Run 1, clock wiring as the flow saved it:
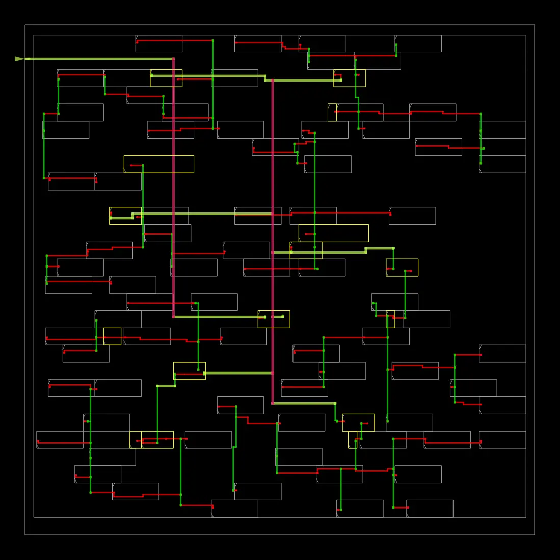
Run 1, a small window of the routed layout:
Window x 0 to 50, y 30 to 80 µm. Cells in gray, sequential cells in the stronger gray; small squares are vias.
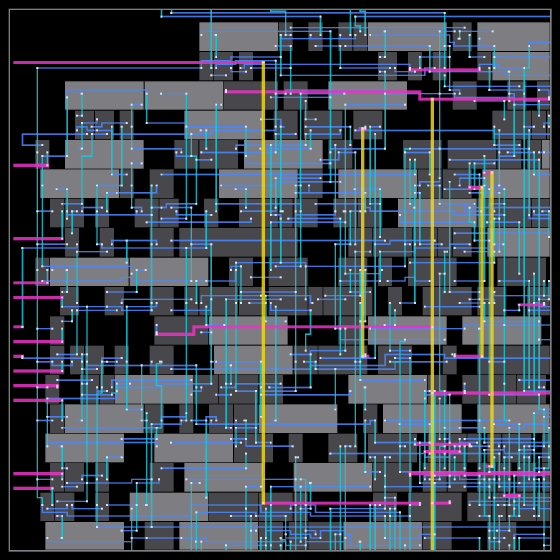
Run 1, register map, names as in the netlist:
Other sequential cells in the stronger gray, the rest of the logic in the fainter gray.
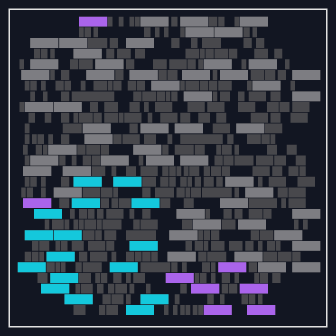
Run 1, logic cells by family:
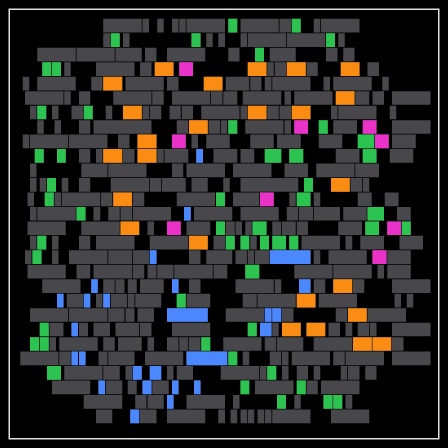
--- src/rtl/rgb_pwm_driver.sv ---
// Three-channel PWM driver for the board RGB LED. Duty codes arrive over a
// valid/ready load port and are swapped in only at a PWM period boundary.
module rgb_pwm_driver #(
    parameter int CNT_W    = 8,
    parameter int PRESCALE = 390
) (
    input  logic             clk,
    input  logic             rst,
    input  logic [CNT_W-1:0] duty_r,
    input  logic [CNT_W-1:0] duty_g,
    input  logic [CNT_W-1:0] duty_b,
    input  logic             load_valid,
    output logic             load_ready,
    output logic             period_start,
    output logic             R,
    output logic             G,
    output logic             B
);

    localparam int PRE_W = 16;
    localparam logic [PRE_W-1:0] PRE_LAST = PRE_W'(PRESCALE - 1);
    localparam logic [CNT_W-1:0] CNT_LAST = '1;

    logic [PRE_W-1:0] prescaler;
    logic [CNT_W-1:0] pwm_cnt;
    logic             tick;
    logic             wrap;

    logic [CNT_W-1:0] active_r, active_g, active_b;
    logic [CNT_W-1:0] pending_r, pending_g, pending_b;
    logic             pending;

    // Unsigned full-width compare: duty 0 is always off, max duty is never 100%.
    function automatic logic channel_on(input logic [CNT_W-1:0] cnt,
                                        input logic [CNT_W-1:0] duty);
        return cnt < duty;
    endfunction

    assign tick       = (prescaler == PRE_LAST);
    assign wrap       = tick && (pwm_cnt == CNT_LAST);
    assign load_ready = !pending;

    always_ff @(posedge clk) begin
        if (rst) begin
            prescaler <= '0;
        end else if (tick) begin
            prescaler <= '0;
        end else begin
            prescaler <= prescaler + 1'b1;
        end
    end

    always_ff @(posedge clk) begin
        if (rst) begin
            pwm_cnt <= '0;
        end else if (tick) begin
            pwm_cnt <= pwm_cnt + 1'b1;
        end
    end

    // Apply has priority: a pending set can only be replaced after it is active.
    always_ff @(posedge clk) begin
        if (rst) begin
            pending   <= 1'b0;
            pending_r <= '0;
            pending_g <= '0;
            pending_b <= '0;
            active_r  <= '0;
            active_g  <= '0;
            active_b  <= '0;
        end else if (wrap && pending) begin
            active_r <= pending_r;
            active_g <= pending_g;
            active_b <= pending_b;
            pending  <= 1'b0;
        end else if (load_valid && !pending) begin
            pending_r <= duty_r;
            pending_g <= duty_g;
            pending_b <= duty_b;
            pending   <= 1'b1;
        end
    end

    always_ff @(posedge clk) begin
        if (rst) begin
            R            <= 1'b0;
            G            <= 1'b0;
            B            <= 1'b0;
            period_start <= 1'b0;
        end else begin
            R            <= channel_on(pwm_cnt, active_r);
            G            <= channel_on(pwm_cnt, active_g);
            B            <= channel_on(pwm_cnt, active_b);
            period_start <= wrap;
        end
    end

endmodule
--- config.mk ---
export PLATFORM = sky130hd
export DESIGN_NAME = rgb_pwm_driver
export DESIGN_NICKNAME = d
export VERILOG_FILES = /design/src/rtl/rgb_pwm_driver.sv
export SDC_FILE = /design/constraint.sdc
export NUM_CORES = 1
export LEC_CHECK = 0
export CAP_MARGIN = 20
export CORE_UTILIZATION = 60
export DETAILED_ROUTE_END_ITERATION = 10
export DONT_BUFFER_PORTS = 1
export GPL_ROUTABILITY_DRIVEN = 0
export MAX_ROUTING_LAYER = met4
export PLACE_DENSITY = 0.76
export SLEW_MARGIN = 15
export SYNTH_ARGS = -nofsm -noshare
export SYNTH_HDL_FRONTEND = slang
export SYNTH_SLANG_ARGS = --single-unit
--- constraint.sdc ---
create_clock -name clk -period 3.6 [get_ports clk]
set_input_delay 0.36 -clock clk [delete_from_list [all_inputs] [get_ports clk]]
set_output_delay 0.36 -clock clk [all_outputs]
set_load 0.05 [all_outputs]
==> job_summary.md, run 1 <==
### Flow metrics

| Metric | Value |
|---|---|
| Clock buffer depth | 2 |
| Post-synthesis cell area | 3695 µm² |
| Status | finished, final reports clean |
| Top Family by Delay on Critical Path | simple AND/OR/NAND/NOR gates |
| Fin crit period | 2.416 ns |
| Slew HR | 40.52% |
| WL met1 | 3.628 mm |
| Combinational Power Share | 3.7% |
| Leading power group | sequential cells |
| Total design power | 0.001637 W |
| Vias post-DR | 2,724 |
| DRT Wirelength | 7.178 mm |
| Top routing layer in use | met4 |
| Crit path buf inv count | 1 |
| Number of global-route vias before repair | 2,529 |
| Largest register FFs | 16 |
| P_seq | 0.000882 W |
| Logic power comb | 0.0000611 W |
| Max frequency | 413.9 MHz |
| Net Count, Synth | 466 |
| Post-CTS Resized | 0 |
| Yosys warns | 0 |
| Global-route wire length before repair | 11.82 mm |
| Global-route met2 utilization | 36.36% |
| Top non-seq family | simple AND/OR/NAND/NOR gates |
| Mux area share | 6.773% |
| CTS clk-pin slew, worst paths | 0.08 ns |
| Syn_area_per_cell | 8.903 µm² |
| I/O pins | 32 |
| Largest net degree at the start of global routing | 87 |
| Fin. max-slew vios | 0 |
| Initial Util | 62.40% |
| Main synth FF type | dfxtp_1 |
| Crit path capture type | flip-flop |
| Placed cells | 473 |
| Setup repair bufs after CTS | 0 |
| Layout net count | 460 |
| Switching share of power | 21.43% |
| Most numerous logic cells after layout | 77 x dfxtp_1, 54 x nand2_1, 52 x nand2b_1 |
| Kind of critical path | reg -> reg |
| Synth Instances | 415 |
| Congestion Overflow GR | 0 |
| Hold Fails Final Rpt | 0 |
| CP max stage delay | 0.78 ns |
| Worst slack at placement | 1.226 ns |
Notes on 'clock wiring as the flow saved it' above:
clk sinks: 77
CTS Buf Count: 9
Latency at later pin: 0.35 ns

Notes on 'a small window of the routed layout' above:
- yellow: met4
- cyan: met2
- blue: met1
- magenta: met3
- cells with their middle in the window: 180
- sequential cells in the window: 36
- netlist names of flops here include: active_b (7), pending_b (7), pending_g (6)
- most frequent: dfxtp_1 (36), nand2_1 (34), nand2b_1 (28)

Notes on 'register map, names as in the netlist' above:
- cyan: prescaler (placed flops 16)
- purple: pending_r (placed flops 8)
- not colored: 53

Notes on 'logic cells by family' above:
- magenta: AND-OR and OR-AND gates (cells 9; most used o21a_1)
- green: inverting AOI/OAI gates (cells 51; most used a21oi_1; where spread over the die)
- blue: NOR gates (cells 26; most used nor2_1)
- orange: multiplexers (cells 25; most used mux2i_1)

## run 1: final cells by class
class                      instances  area [µm²]
clock buffer                      12       135.1
multi-input combinational        291        1961
inverter                          28       105.1
timing repair buffer               2       27.53
fill                             508        1984
sequential                        77        1541
tap                               75       93.84
clock inverter                     4       72.57
## run 1: synth_stat cells, types with 6 or more instances
master / n / area share (%)
a21oi_1: 36 / 4.9
clkbuf_1: 14 / 1.4
dfxtp_1: 77 / 42
ha_1: 24 / 8.1
inv_1: 28 / 2.8
mux2i_1: 25 / 6.8
nand2_1: 54 / 5.5
nand2b_1: 52 / 8.8
nand3_1: 9 / 1.2
nand4_1: 6 / 1.0
nor2_1: 16 / 1.6
o21a_1: 6 / 1.2
or4_1: 11 / 2.2
xor2_1: 7 / 1.7
==> inputs of run 2 (changes only) <==
- CORE_UTILIZATION: 60 -> 57
- PLACE_DENSITY: 0.76 -> 0.75
- clock period: 3.6 -> 1.9 ns (I/O delays scaled with it)
Run 2, power grid:
Pins as bars on the die edge.
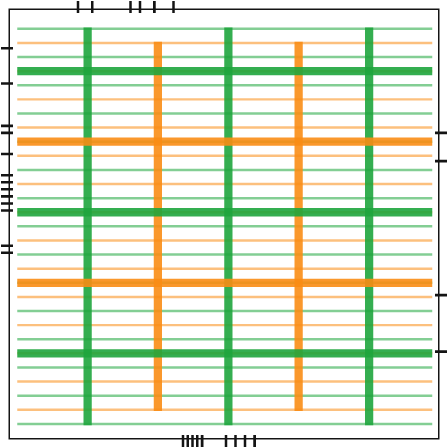
- green: VSS
- orange: VDD
- signal pins: 32
- met1 rails: 29
- rows: 28
- met5 straps: 5

==> run 2 against run 1 <==
Effect of this change: combinational power went up to 3.1 times the previous value; largest power group unchanged; count of clock-buffer cells in the layout stayed put; global-route usage is 1.4 points higher; non-clock buffer count is 45 higher; highest routed layer unchanged; hold slack worse by 0.056 ns; sequential power is 89% higher; largest cell class unchanged.
==> job_summary.md, run 2 <==
### Flow metrics

| Metric | Value |
|---|---|
| Area Growth Syn to Fin | 17.00% |
| Global-route met2 utilization | 41.65% |
| Global-route wire length before repair | 13.12 mm |
| Synth top cell by count | dfxtp_1 |
| Worst slack at placement | 0.1038 ns |
| Top Family by Delay on Critical Path | simple AND/OR/NAND/NOR gates |
| CP max stage delay | 0.50 ns |
| Main synth FF type | dfxtp_1 |
| Yosys simple share | 25.74% |
| Largest register FFs | 16 |
| Synth Instances | 415 |
| Layout clock area frac | 4.110% |
| Most numerous logic cells after layout | 76 x dfxtp_1, 54 x nand2_1, 52 x nand2b_1 |
| Core ar. | 6096 µm² |
| Slew HR | 68.47% |
| Yosys warns | 0 |
| Drt via density | 5.481 |
| Tapcells | 75 |
| Number of global-route vias before repair | 2,808 |
| Net Count, Synth | 466 |
| Hold Fails Final Rpt | 0 |
| Top routing layer in use | met4 |
| Status | finished, final reports clean |
| Layout net count | 505 |
| Mux area share | 6.773% |
| Commonest cells in the netlist | 77 x dfxtp_1, 54 x nand2_1, 52 x nand2b_1, 36 x a21oi_1, 28 x inv_1 |
| Comb gate area | 1961 µm² |
| Clk sinks | 77 |
| Max frequency | 556.5 MHz |
| Flops | 77 |
| Internal Power | 0.002285 W |
| I/O pins | 32 |
| Top non-seq family | simple AND/OR/NAND/NOR gates |
| Comb/total area | 45.35% |
| DRT iter0 DRCs | 182 |
| Congestion Overflow GR | 0 |
| DR WL/cell | 14.63 µm |
| Inverters | 28 |
| Logic power comb | 0.000190 W |
| Die height | 82.51 µm |
| Register share of the cell area | 35.69% |
| Total design power | 0.002998 W |
| Filler Cell Count | 491 |
| Vias post-DR | 2,927 |
| Synth area leader | dfxtp_1 |
| Crit path buf inv count | 1 |
| Kind of critical path | reg -> reg |
| Clock buffer depth | 2 |
| Combinational Power Share | 6.4% |
| WL met1 | 3.704 mm |
| P_seq | 0.00167 W |
| Placed cells | 489 |
| Latency at later pin | 0.36 ns |
| Fin crit period | 1.797 ns |
| Fin. max-slew vios | 0 |
| Largest net degree at the start of global routing | 54 |
| Biggest Area Class | combinational gates |
| Tool warnings | 27 |
| Cell Type Count | 34 |
| Sequential cell area | 1543 µm² |
| Syn_area_per_cell | 8.903 µm² |
| Initial Util | 60.61% |
| DRT Wirelength | 7.812 mm |
| Power in the clock group | 0.00114 W |
| Worst EP required | 2.20 ns |
| TNS Setup | 0 ns |
| Post-synthesis cell area | 3695 µm² |
| Share of cells above drive strength 1 | 9.368% |
| Clk_buf instances | 12 |
| Clk root buf | clkbuf_8 |
| CTS Buf Count | 9 |
| Post-synth EDFFs | 0 |
| Busiest grt layer | met2 |
| NonClk Buf Share | 10.25% |
| Buffers excl. clock | 47 |
| Comb_multi_in | 291 |
| CTS clk-pin slew, worst paths | 0.08 ns |
| Max-cap violation count | 0 |
| DRC viols | 0 |
| Leading power group | sequential cells |
| Crit path capture type | flip-flop |
| Max-area cell share | 41.72% |
| Top cell excl fill/tap | dfxtp_1 |
| Synth area leaders | dfxtp_1 42%, nand2b_1 8.8%, ha_1 8.1%, mux2i_1 6.8%, nand2_1 5.5% |
| Remaining antenna violation count | 0 |
| Maximum vdd drop | 0.0006221 V |
| Switching share of power | 23.80% |
## run 2: cell count changes in the layout (fill, tap and decap cells not counted), sizes merged
cell	change
clkinv	+2
buf	+19
dlygate4sd3	+26
bufinv	-2
## run 2: what timing repair did
| action | in CTS | in global routing |
|---|---|---|
| endpoints found under the hold margin | 34 | 0 |
| gates resized | 0 | 1 |
| hold buffers | 27 | 0 |
| setup endpoints to repair | 0 | 1 |
| setup buffers | 0 | 2 |
## run 2: final timing paths
check,to,slack (ns),from,cells past startpoint
min reg2reg,pending_g[5],0.46,pending_g[5],2
max reg2reg,pwm_cnt[5],0.10,prescaler[10],5
min,active_b[4],0.01,rst,2
max,pwm_cnt[5],0.10,prescaler[10],5
Power and IR drop assume default switching activity.
